**src/rtl/uart_tx_ctrl.sv**
```systemverilog
// -----------------------------------------------------------------------------
// uart_tx_ctrl
//   UART transmit sequencer for an external 8-bit PISO shift register. On a
//   request it loads the byte into the shift register. It then drives the
//   start bit, the eight data bits (LSB first, taken from piso_in), an optional
//   even-parity bit, and the stop bit. Each bit lasts CLKS_PER_BIT cycles.
//
//   Optional feature macro: UART_TX_PARITY_EN (adds the PARITY state and the
//   even-parity register). The default build has no parity bit.
//
//   Ports
//     clk         sole clock, rising edge
//     reset       asynchronous reset, active low
//     tx_start    frame request, sampled every cycle
//     tx_data     byte to send, only needed in the accept cycle
//     piso_in     serial bit from the shift register (its LSB)
//     piso_load   load strobe to the shift register (accept cycle only)
//     piso_shift  right-shift strobe at the end of every data bit
//     piso_data   parallel byte to the shift register (= tx_data)
//     tx          UART line, idle high
//     tx_busy     high whenever the FSM is not IDLE
//     tx_done     one-cycle pulse in the cycle after the stop bit ends
//
//   state  | meaning
//   IDLE   | line high, waiting for tx_start
//   START  | start bit (0)
//   DATA   | eight data bits, shifted out of the PISO
//   PARITY | even-parity bit (UART_TX_PARITY_EN only)
//   STOP   | stop bit (1)
// -----------------------------------------------------------------------------
module uart_tx_ctrl #(
  parameter int CLKS_PER_BIT = 868
) (
  input  logic       clk,
  input  logic       reset,
  input  logic       tx_start,
  input  logic [7:0] tx_data,
  input  logic       piso_in,
  output logic       piso_load,
  output logic       piso_shift,
  output logic [7:0] piso_data,
  output logic       tx,
  output logic       tx_busy,
  output logic       tx_done
);

  localparam int CW = $clog2(CLKS_PER_BIT);
  localparam logic [CW-1:0] BAUD_TC = CW'(CLKS_PER_BIT - 1);

`ifdef UART_TX_PARITY_EN
  typedef enum logic [2:0] {IDLE, START, DATA, PARITY, STOP} state_t;
`else
  typedef enum logic [1:0] {IDLE, START, DATA, STOP} state_t;
`endif

  state_t        state;
  logic [CW-1:0] baud_cnt;
  logic [2:0]    bit_cnt;
  logic          baud_tc;
`ifdef UART_TX_PARITY_EN
  logic          parity_bit;
`endif

  assign baud_tc = (baud_cnt == BAUD_TC);

  // The reset term keeps piso_load low while reset is held, even with
  // tx_start already high.
  assign piso_load  = reset && (state == IDLE) && tx_start;
  assign piso_data  = tx_data;
  assign piso_shift = (state == DATA) && baud_tc;
  assign tx_busy    = (state != IDLE);

  always_comb begin
    tx = 1'b1;
    case (state)
      IDLE:   tx = 1'b1;
      START:  tx = 1'b0;
      DATA:   tx = piso_in;
`ifdef UART_TX_PARITY_EN
      PARITY: tx = parity_bit;
`endif
      STOP:   tx = 1'b1;
      default: tx = 1'b1;
    endcase
  end

  always_ff @(posedge clk or negedge reset) begin
    if (!reset) begin
      state    <= IDLE;
      baud_cnt <= '0;
      bit_cnt  <= '0;
      tx_done  <= 1'b0;
`ifdef UART_TX_PARITY_EN
      parity_bit <= 1'b0;
`endif
    end else begin
      tx_done <= 1'b0;

      if (state == IDLE || baud_tc) begin
        baud_cnt <= '0;
      end else begin
        baud_cnt <= baud_cnt + 1'b1;
      end

      case (state)
        IDLE: begin
          if (tx_start) begin
            state <= START;
`ifdef UART_TX_PARITY_EN
            parity_bit <= ^tx_data;
`endif
          end
        end
        START: begin
          if (baud_tc) begin
            state   <= DATA;
            bit_cnt <= '0;
          end
        end
        DATA: begin
          if (baud_tc) begin
            bit_cnt <= bit_cnt + 3'd1;
            if (bit_cnt == 3'd7) begin
`ifdef UART_TX_PARITY_EN
              state <= PARITY;
`else
              state <= STOP;
`endif
            end
          end
        end
`ifdef UART_TX_PARITY_EN
        PARITY: begin
          if (baud_tc) state <= STOP;
        end
`endif
        STOP: begin
          if (baud_tc) begin
            state   <= IDLE;
            tx_done <= 1'b1;
          end
        end
        default: state <= IDLE;
      endcase
    end
  end

endmodule

```
**config.mk**
```make
export PLATFORM = sky130hd
export DESIGN_NAME = uart_tx_ctrl
export DESIGN_NICKNAME = d
export VERILOG_FILES = /design/src/rtl/uart_tx_ctrl.sv
export SDC_FILE = /design/constraint.sdc
export NUM_CORES = 1
export LEC_CHECK = 0
export CAP_MARGIN = 20
export CORE_AREA = 2 2 55 57
export DETAILED_ROUTE_END_ITERATION = 7
export DIE_AREA = 0 0 57 59
export PLACE_DENSITY = 0.63
export SYNTH_ARGS = -nofsm -noshare
export SYNTH_HDL_FRONTEND = slang
export SYNTH_SLANG_ARGS = --single-unit
```
**constraint.sdc**
```tcl
create_clock -name clk -period 4.8 [get_ports clk]
set_input_delay 1.2 -clock clk [delete_from_list [all_inputs] [get_ports clk]]
set_output_delay 1.2 -clock clk [all_outputs]
set_load 0.005 [all_outputs]
```
PDN straps and rails:
Drawn at 6 px/um. Pins as bars on the die edge.
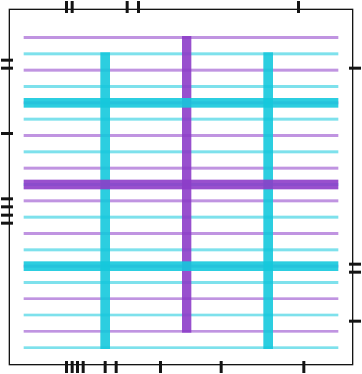
Key: VSS = cyan; VDD = purple
3 straps on met5. 25 signal pins sit on the boundary. The core has 19 rows. 3 straps on met4.
overall die width: 57 um
Peak supply drop: 0.000321 V

Clock network drawn from the DEF:
Drawn at 10 px/um.
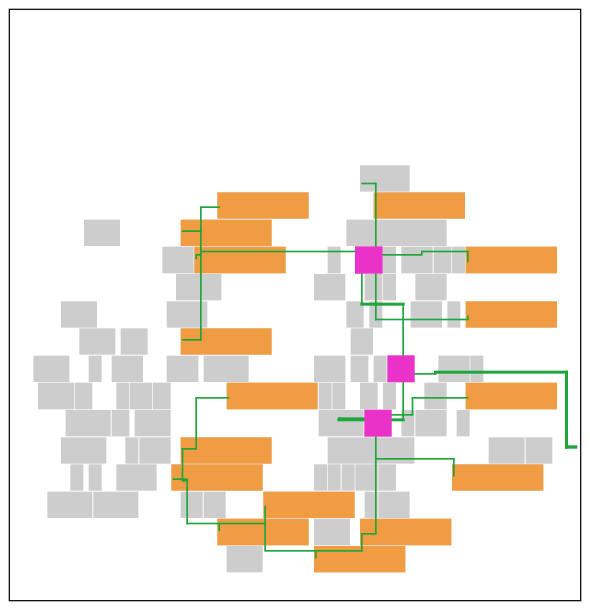
Key: clock wires = green [length 204 um]; cells driving clock nets = magenta [count 3]; flip-flops = orange [count 16]
There are 4 routed clock nets.
skew final: 1.57 ps
clk_lat worst skew: 290 ps
clock group power: 0.0907 mW
Clock Power Share: 19.8%

Cell classes on the final placement:
Drawn at 8 px/um. Fill, decap, tap and diode cells in gray.
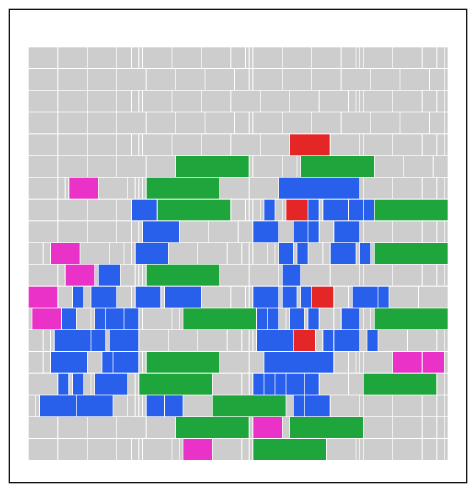
Key: clock drivers and dummy loads = red [cells 4]; flops = green [cells 16]; other buffers and delay cells = magenta [cells 9]; all other logic = blue [cells 62]
flop share of the area: 39.6%
final core area utilization: 37.4%

Sequential cells colored by netlist name:
Drawn at 8 px/um. Other sequential cells in the stronger gray, the rest of the logic in the fainter gray.
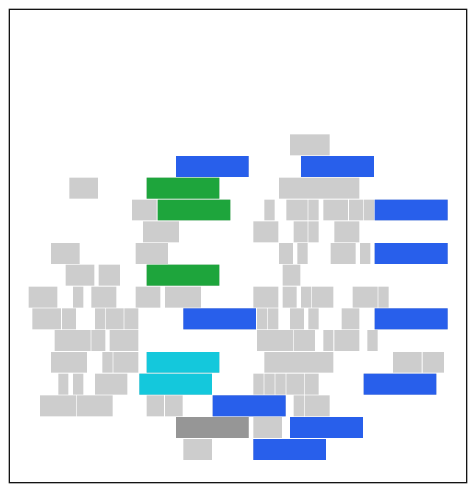
Key: bit_cnt = green [placed flops 3]; baud_cnt = blue [placed flops 10]; state = cyan [placed flops 2]
sequential standard cell area: 400 um^2
seq pwr: 0.183 mW

Track usage over the die:
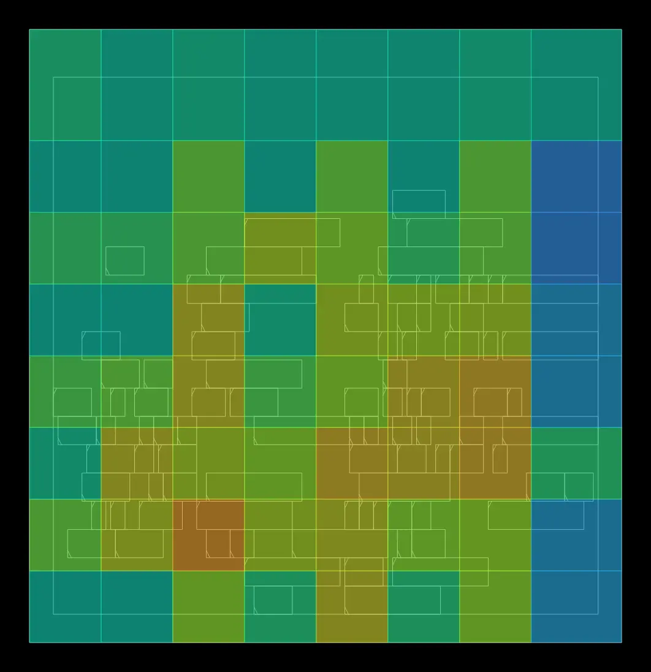
met1 usage: 12.7%
peak-usage layer in the global routing report: met2

## registers in the layout, summed over array words and instances, names as in the netlist
register and cells:
state 2, baud_cnt 10, bit_cnt 3, tx_done 1
## cell type report
type,count,area share [%]
flip-flops and latches,16,39.6
inverters,6,2.22
repair buffers,9,8.65
multi-input cells,56,42.2
clock buffers,4,3.58
well taps,31,3.83
## synth_stat cells
| cell | n | area (um^2) |
|---|---|---|
| and2_1 | 1 | 6.26 |
| nor2_1 | 12 | 45.0 |
| o22a_1 | 1 | 8.76 |
| and2_2 | 1 | 7.51 |
| nor3_1 | 3 | 15.0 |
| mux2_2 | 1 | 11.3 |
| nand3_1 | 4 | 20.0 |
| a22o_1 | 2 | 17.5 |
| nor4b_4 | 1 | 23.8 |
| dfrtp_1 | 16 | 400 |
| ha_1 | 7 | 87.6 |
| and3_1 | 2 | 12.5 |
| inv_1 | 6 | 22.5 |
| nand4bb_4 | 1 | 27.5 |
| xor2_1 | 2 | 17.5 |
| a21oi_1 | 2 | 10.0 |
| mux2_1 | 1 | 11.3 |
| xnor2_1 | 6 | 52.6 |
| nand2_1 | 4 | 15.0 |
| nor4_1 | 1 | 6.26 |
| buf_4 | 9 | 67.6 |
| o22ai_1 | 1 | 6.26 |
| o21ai_2 | 1 | 8.76 |
| or2_2 | 1 | 6.26 |
| o21ba_2 | 1 | 10.0 |
## per-layer routing
metal	GRT usage [%]	vias up	share of wire [%]
met4	2.99	0	0.47
li1	-	291	-
met5	0	-	0
met3	2.40	2	5.9
met2	15.8	17	47
met1	12.7	279	47
## kinds of logic after synthesis
family	Yosys count	synth area share, %
xor+xnor	8	7.64
compound gates	8	6.69
buf+inv	15	9.82
simple gates	31	20.2
flops	16	43.7
fa+ha+maj	7	9.55
mux	2	2.46
==> flow_summary.json <==
{
  "cp.buffers_inverters": 3,
  "nFillCells": 280,
  "ios": 25,
  "clkSlewWorstSetupHoldPaths_ps": 100,
  "combPwrFrac_pct": 40.3,
  "sw_frac_of_total_pct": 34.5,
  "warnings": 29,
  "post_cts_buffers": 0,
  "ys_cells": 87,
  "report.power.total_mw": 0.457,
  "setup_viol": 0,
  "route.detailed.drc": 0,
  "finalNonFillerCells": 122,
  "min_from": "baud_cnt[0]",
  "path_class": "input port to primary output",
  "min_path_cells": 1,
  "cp-start-kind": "input port",
  "required_ps": 3600,
  "comb_cell_power_mw": 0.184,
  "htree_levels": 1,
  "maxSlewViolCount": 0,
  "cap_violations": 0,
  "power-top-group": "combinational cells",
  "cts.sinks": 16,
  "dieArea_um2": 3360,
  "port_buffers": 8,
  "yosys_area_um2": 917,
  "synthToLayoutAreaGrowth_pct": 10.4,
  "crit_path_start": "reset",
  "fp_util_pct": 33.8,
  "seq_power_share_pct": 39.9,
  "grt_pass1_vias": 617,
  "tns_ps": 0,
  "timing.rr.end": "state[1]",
  "worstSetupPathDepth": 4,
  "worst_slack_ps": 1050,
  "r2r_start": "baud_cnt[0]",
  "vias": 589,
  "ys_seq_share_pct": 43.7,
  "grt_first_pass_wirelength_um": 2590,
  "status": "completed",
  "fin_area_um2": 1010,
  "dp_cells": 118,
  "min_to": "baud_cnt[0]",
  "wire_per_inst_um": 12.2,
  "cp.arrival_ps": 2550,
  "globalplace.congestion": 0.729,
  "core_um2": 2710,
  "drt-total-wl_um": 1480,
  "post_cts_resized": 0,
  "via_per_inst": 4.83,
  "drive_above_1_share_pct": 13.2,
  "root_buffer": "clkbuf_4",
  "internal-power_mw": 0.300,
  "end_kind": "primary output",
  "rr_worst_depth": 5,
  "fp-row-count": 19,
  "antenna_found_initial": 0,
  "nNetsFinal": 111,
  "n_antenna_cell": 0,
  "worstPathCellList": "clkdlybuf4s50_1 -> buf_4 -> and3_1 -> clkdlybuf4s50_1",
  "min-delay-path-class": "flop to flop",
  "drt_iter0_drc": 16,
  "slowest_stage": "clkdlybuf4s50_1",
  "place_area_um2": 976,
  "cts_hold_buf": 0,
  "drtAntennaViolNets": 0,
  "cts_tree": "yes",
  "cp-endpoint": "piso_load",
  "clk_path_buf_depth": 2,
  "path_common_cell": "clkdlybuf4s50_1",
  "max_freq_mhz": 267,
  "lay_top_count": "dfrtp_1",
  "grt_max_degree": 18,
  "hpwlAfterDp_um": 1160,
  "place_worst_setup_slack_ps": 1020,
  "p_leak_nw": 0.462,
  "cts_inserted_buffers": 3,
  "power_density_nw_per_um2": 452,
  "grt_overflow": 0,
  "slew-limit-headroom_pct": 75.2,
  "min_period_ps": 3750
}
Power figures rest on the tool's default switching activity, not on a simulated workload.
